**Run 1: local utilization**

7 x 7 tiles, from white (low) to dark blue (high), 0 to 100% covered.
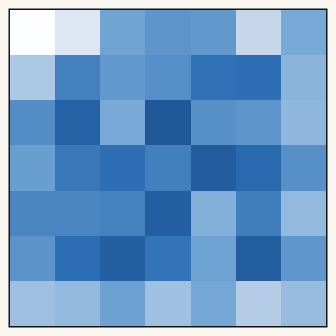
**Run 1: cell classes on the final placement**

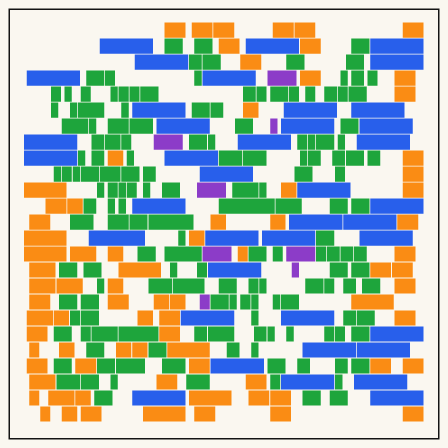
**Run 1: register map, names as in the netlist**

Scale bar: 20 um. Other sequential cells in the stronger grey, the rest of the logic in the fainter grey.
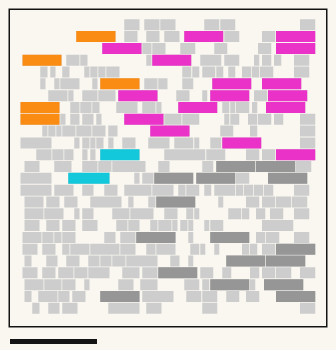
**Run 1: placed standard cells**

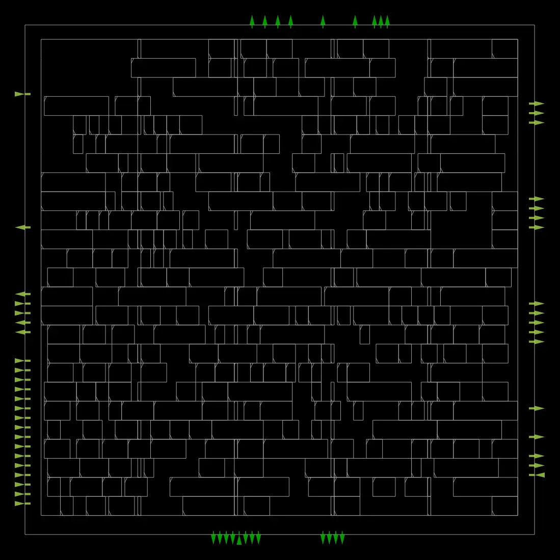
==> config.mk <==
export PLATFORM = sky130hd
export DESIGN_NAME = pipe_hazard_ctrl
export DESIGN_NICKNAME = d
export VERILOG_FILES = /design/src/rtl/pipe_ctrl_pkg.sv /design/src/rtl/pipe_hazard_ctrl_sat_counter.sv /design/src/rtl/pipe_hazard_ctrl.sv
export SDC_FILE = /design/constraint.sdc
export NUM_CORES = 1
export LEC_CHECK = 0
export CAP_MARGIN = 30
export CORE_MARGIN = 2
export CORE_UTILIZATION = 45
export DETAILED_ROUTE_END_ITERATION = 16
export PLACE_DENSITY_LB_ADDON = 0.05
export SLEW_MARGIN = 20
export SYNTH_ARGS = -nofsm -noshare
export SYNTH_HDL_FRONTEND = slang
export SYNTH_SLANG_ARGS = --single-unit
==> constraint.sdc <==
create_clock -name clk_i -period 2.4 [get_ports clk_i]
set_clock_uncertainty 0.05 [all_clocks]
set_input_delay 0.48 -clock clk_i [delete_from_list [all_inputs] [get_ports clk_i]]
set_output_delay 0.48 -clock clk_i [all_outputs]
set_load 0.05 [all_outputs]
==> out/writeup.txt <==
The average vias per placed instance came out at 5.192. The run gives 39 as the clock sink total. The die width was 72.77 um. The worst setup path is launched from an input port. The H-tree was split into 2 levels. The logs give 0.28 ns for the insertion delay of the later-clocked pin in the worst-skew pair and 1.79 ns for the worst endpoint data arrival time. The clock period could shrink to 2.315 ns. The synthesis log from Yosys contains 0 warnings.

The repair_antennas step left the layout with diodes totalling 0. Max fanout on the critical path was recorded as 3. The global route stage reports its total congestion overflow as 0. Timing would allow up to 431.9 MHz. The clock passes through at most 2 buffers. For this run, design rule violations remaining after detail routing come to 0.

With the fraction of the cycle the final worst path needs at 96.48%, the wire length after detailed routing is 4.432 mm. Per the OpenROAD power report, leakage power amounts to 1.351 nW. For this design, the slowest cell found on the critical path is sky130_fd_sc_hd__or4_4.

The placed cell count is 328, and the aggregate global-route resource usage is 18.29%. The required time at the worst endpoint is listed as 1.87 ns. STA on the placed design reports a worst setup slack of -0.2406 ns. The tools report the initial antenna violation count as 0. The run gives 0.36 ns for the setup slack of the most critical reg-to-reg path. Per the cell usage report, the commonest logic cell in the layout is sky130_fd_sc_hd__clkdlybuf4s50_1. TritonCTS built the clock tree. The layout report lists the multi-input gate area as 1136 sq um. For the cell area reported after detailed placement, the log shows 2962 sq um.

Endpoints failing hold in the final report were tallied at 0. In this run the layout overhead on the synthesized area is reported as 45.91%. With the maximum number of pins on one net before global-route repair at 35, the instance tally after logic synthesis is 203. The flow ran to the end, and the final reports show no timing, DRC or antenna violations. Cells with a size suffix above 1 make up 19.72% of the layout. The vertical die dimension reported for this design is 72.77 um. The largest single stage delay on the critical path is 0.43 ns. Setup repair after global routing left no endpoint under its margin. The signal on the critical path passes through clkdlybuf4s15_1 > or4_4 > o21ai_2 > nand2b_4 > nor2_4 > nor2_4 > buf_12.

The timing report gives the clock slew at the launch and capture registers of the worst setup and hold paths as 0.07 ns. The count of hold buffers inserted by post-cts repair came out at 0. In the final report, the number of endpoints failing setup comes to 0.

In this run the cell area of the synthesized design comes to 2128 sq um. The floorplan report gives the top-level pin count as 61. The tools report the worst max-slew margin expressed relative to the limit as 64.07%. The root buffer cell chosen for the clock tree is sky130_fd_sc_hd__clkbuf_8.

The final timing report lists a max-slew violation count of 0. The stat command in Yosys gives a chip area of 2128 sq um. The synthesized netlist contains 38 unique library cells.

The final route contains 1755 vias. The total number of nets in the final design was 308. Critical path class: in2out. The script computed a power per unit cell area of 713.6 nW/um^2. Per Yosys stat, the portion of area used by sequential elements is 45.86%. Setup slack closes at 0.08451 ns.

The number of storage elements in the synthesis netlist is 39. The first global-routing pass estimated 7.734 mm of wire. The die covers 5295 sq um. A synthesized cell averages 10.48 sq um. With the pin slew with the least headroom to its limit at 0.5349 ns, the total CTS buffers is 5. The via count of the first global-routing pass is 1763. The number of warnings reported in the stage logs is 28. The dominant cell type by count on the critical path was sky130_fd_sc_hd__nor2_4. Detailed placement finished with a half-perimeter wire length of 3.467 mm.

The type recorded for the worst min-delay path is in2async. STA classifies the critical path endpoint as an output port. The average wire length per cell after detail routing is 13.11 um.

Buffers placed on the I/O ports in this run total 60. The number of nets handed over by synthesis was 228. With the logic depth of the worst register-to-register path at 6, the number of violations reported at the end of detailed-routing iteration 0 is 79. The tools report the antenna violation net count after detailed routing as 0. The placement summary gives the final routability congestion estimate as 0.7746. The worst IR drop on VDD was 0.4489 mV; the final hold slack was 0.009114 ns. The most common logic cells in the final layout are 40 x sky130_fd_sc_hd__clkdlybuf4s50_1, 38 x sky130_fd_sc_hd__dfrtp_1, 37 x sky130_fd_sc_hd__xnor2_1, 21 x sky130_fd_sc_hd__nand2_1. Number of detailed-route iterations in the first pass: 4. With the number of max-capacitance violations reported at 0, the count of instantiated cells in the yosys netlist is 203.
About 'local utilization':
emptiest ninth of the die: top left
fullest tile: 84%
tiles over 75% full: 18%
nearly empty tiles: 2.0%
mean over tiles: 57%
Core Area: 4629 sq um
FP Core Util: 45.97%
fin util: 67.08%

About 'cell classes on the final placement':
| class | colour | cells |
|---|---|---|
| clock drivers and dummy loads | purple | 8 |
| other buffers and delay cells | orange | 78 |
| flip-flops | blue | 39 |
| all other logic | green | 159 |
site row count: 25
cell area after layout: 3105 sq um
sequential fraction of total cell area: 31.47%

About 'register map, names as in the netlist':
| name in the netlist | colour | sequential cells |
|---|---|---|
| u_flush_cnt.cnt_o | magenta | 16 |
| state_q | cyan | 2 |
| wait_q | orange | 5 |
area of all sequential standard cells: 977.2 sq um
sequential power: 900 uW

About 'placed standard cells':
tap cells: 54
final cell count without fillers: 338
layout sequential cell count: 39
Layout fillers: 375

run 1: worst max-delay path: cells and delay by family:
family | cells | cell delay (ns)
AND/OR/NAND/NOR | 4 | 0.81
AND-OR/OR-AND | 1 | 0.14
buffers and inverters | 2 | 0.36
run 1: cells in the mapped netlist (all sizes together):
| cell | number | area share (%) |
|---|---|---|
| nor4bb | 1 | 0.47 |
| or4 | 1 | 0.35 |
| a2111oi | 1 | 0.71 |
| mux2 | 2 | 1.1 |
| o32ai | 1 | 0.41 |
| nand4bb | 1 | 0.53 |
| nor3b | 1 | 0.35 |
| inv | 8 | 1.4 |
| and4 | 4 | 1.8 |
| nand2 | 21 | 3.7 |
| mux2i | 1 | 0.47 |
| nand2b | 1 | 0.29 |
| o211ai | 1 | 1.0 |
| dfrtp | 39 | 46 |
| and2 | 2 | 0.59 |
| buf | 5 | 1.9 |
| xnor2 | 37 | 15 |
| nor2 | 8 | 1.4 |
| ha | 4 | 2.4 |
| a311oi | 1 | 1.2 |
| nand4 | 11 | 3.2 |
| nor3 | 2 | 0.47 |
| o221ai | 1 | 0.41 |
| or2b | 1 | 0.41 |
| a41o | 1 | 0.47 |
| o22ai | 2 | 0.59 |
| a21oi | 2 | 0.47 |
| nor4 | 1 | 0.59 |
| nor2b | 3 | 0.88 |
| xor2 | 5 | 2.1 |
| o21ai | 8 | 2.1 |
| o21bai | 2 | 0.71 |
| nand3 | 18 | 4.2 |
| a22o | 1 | 0.82 |
| and3 | 5 | 1.5 |
run 1: power breakdown:
part | internal, mW | total (mW) | switching (mW)
combinational | 0.359 | 0.897 | 0.538
clock | 0.204 | 0.420 | 0.216
sequential | 0.758 | 0.900 | 0.142
total | 1.32 | 2.22 | 0.896
run 1: repair_timing:
item                       CTS  global route
pin swaps                    4            14
resized                     13            16
setup endpoints to repair    3             3
setup buffers                2             0
run 1: per-layer routing:
metal	up-vias	global-route usage [%]	wire [um]
met5	-	0	0
met4	0	5.144	76
met3	10	4.834	259
met2	58	30.30	2123
met1	820	23.60	1972
li1	867	-	-
run 1: final cells by class:
type	instances	area share [%]
Sequential cell	39	31.47
Multi-Input combinational cell	151	36.58
Clock buffer	7	2.458
Inverter	8	0.9670
Timing Repair Buffer	78	26.19
Tap cell	54	2.176
Clock inverter	1	0.1612
run 1: cells by family after synthesis:
group	share of synthesized area, %
adders and majority gates	2.352
and+or+nand+nor	20.75
DFF	45.86
muxes	1.528
AOI/OAI and AO/OA	8.877
buffers and inverters	3.351
xor gates and xnor gates	17.28
run 1: metrics by stage:
stage          power, mW   TNS, ns
2_1_floorplan      1.452  -0.01055
3_3_place_gp       1.791   -0.8382
3_5_place_dp       1.810    -1.143
4_1_cts            2.244         0
5_1_grt            2.342         0
6_report           2.216         0
No activity file was given, so power comes from the tool's default toggle rates.
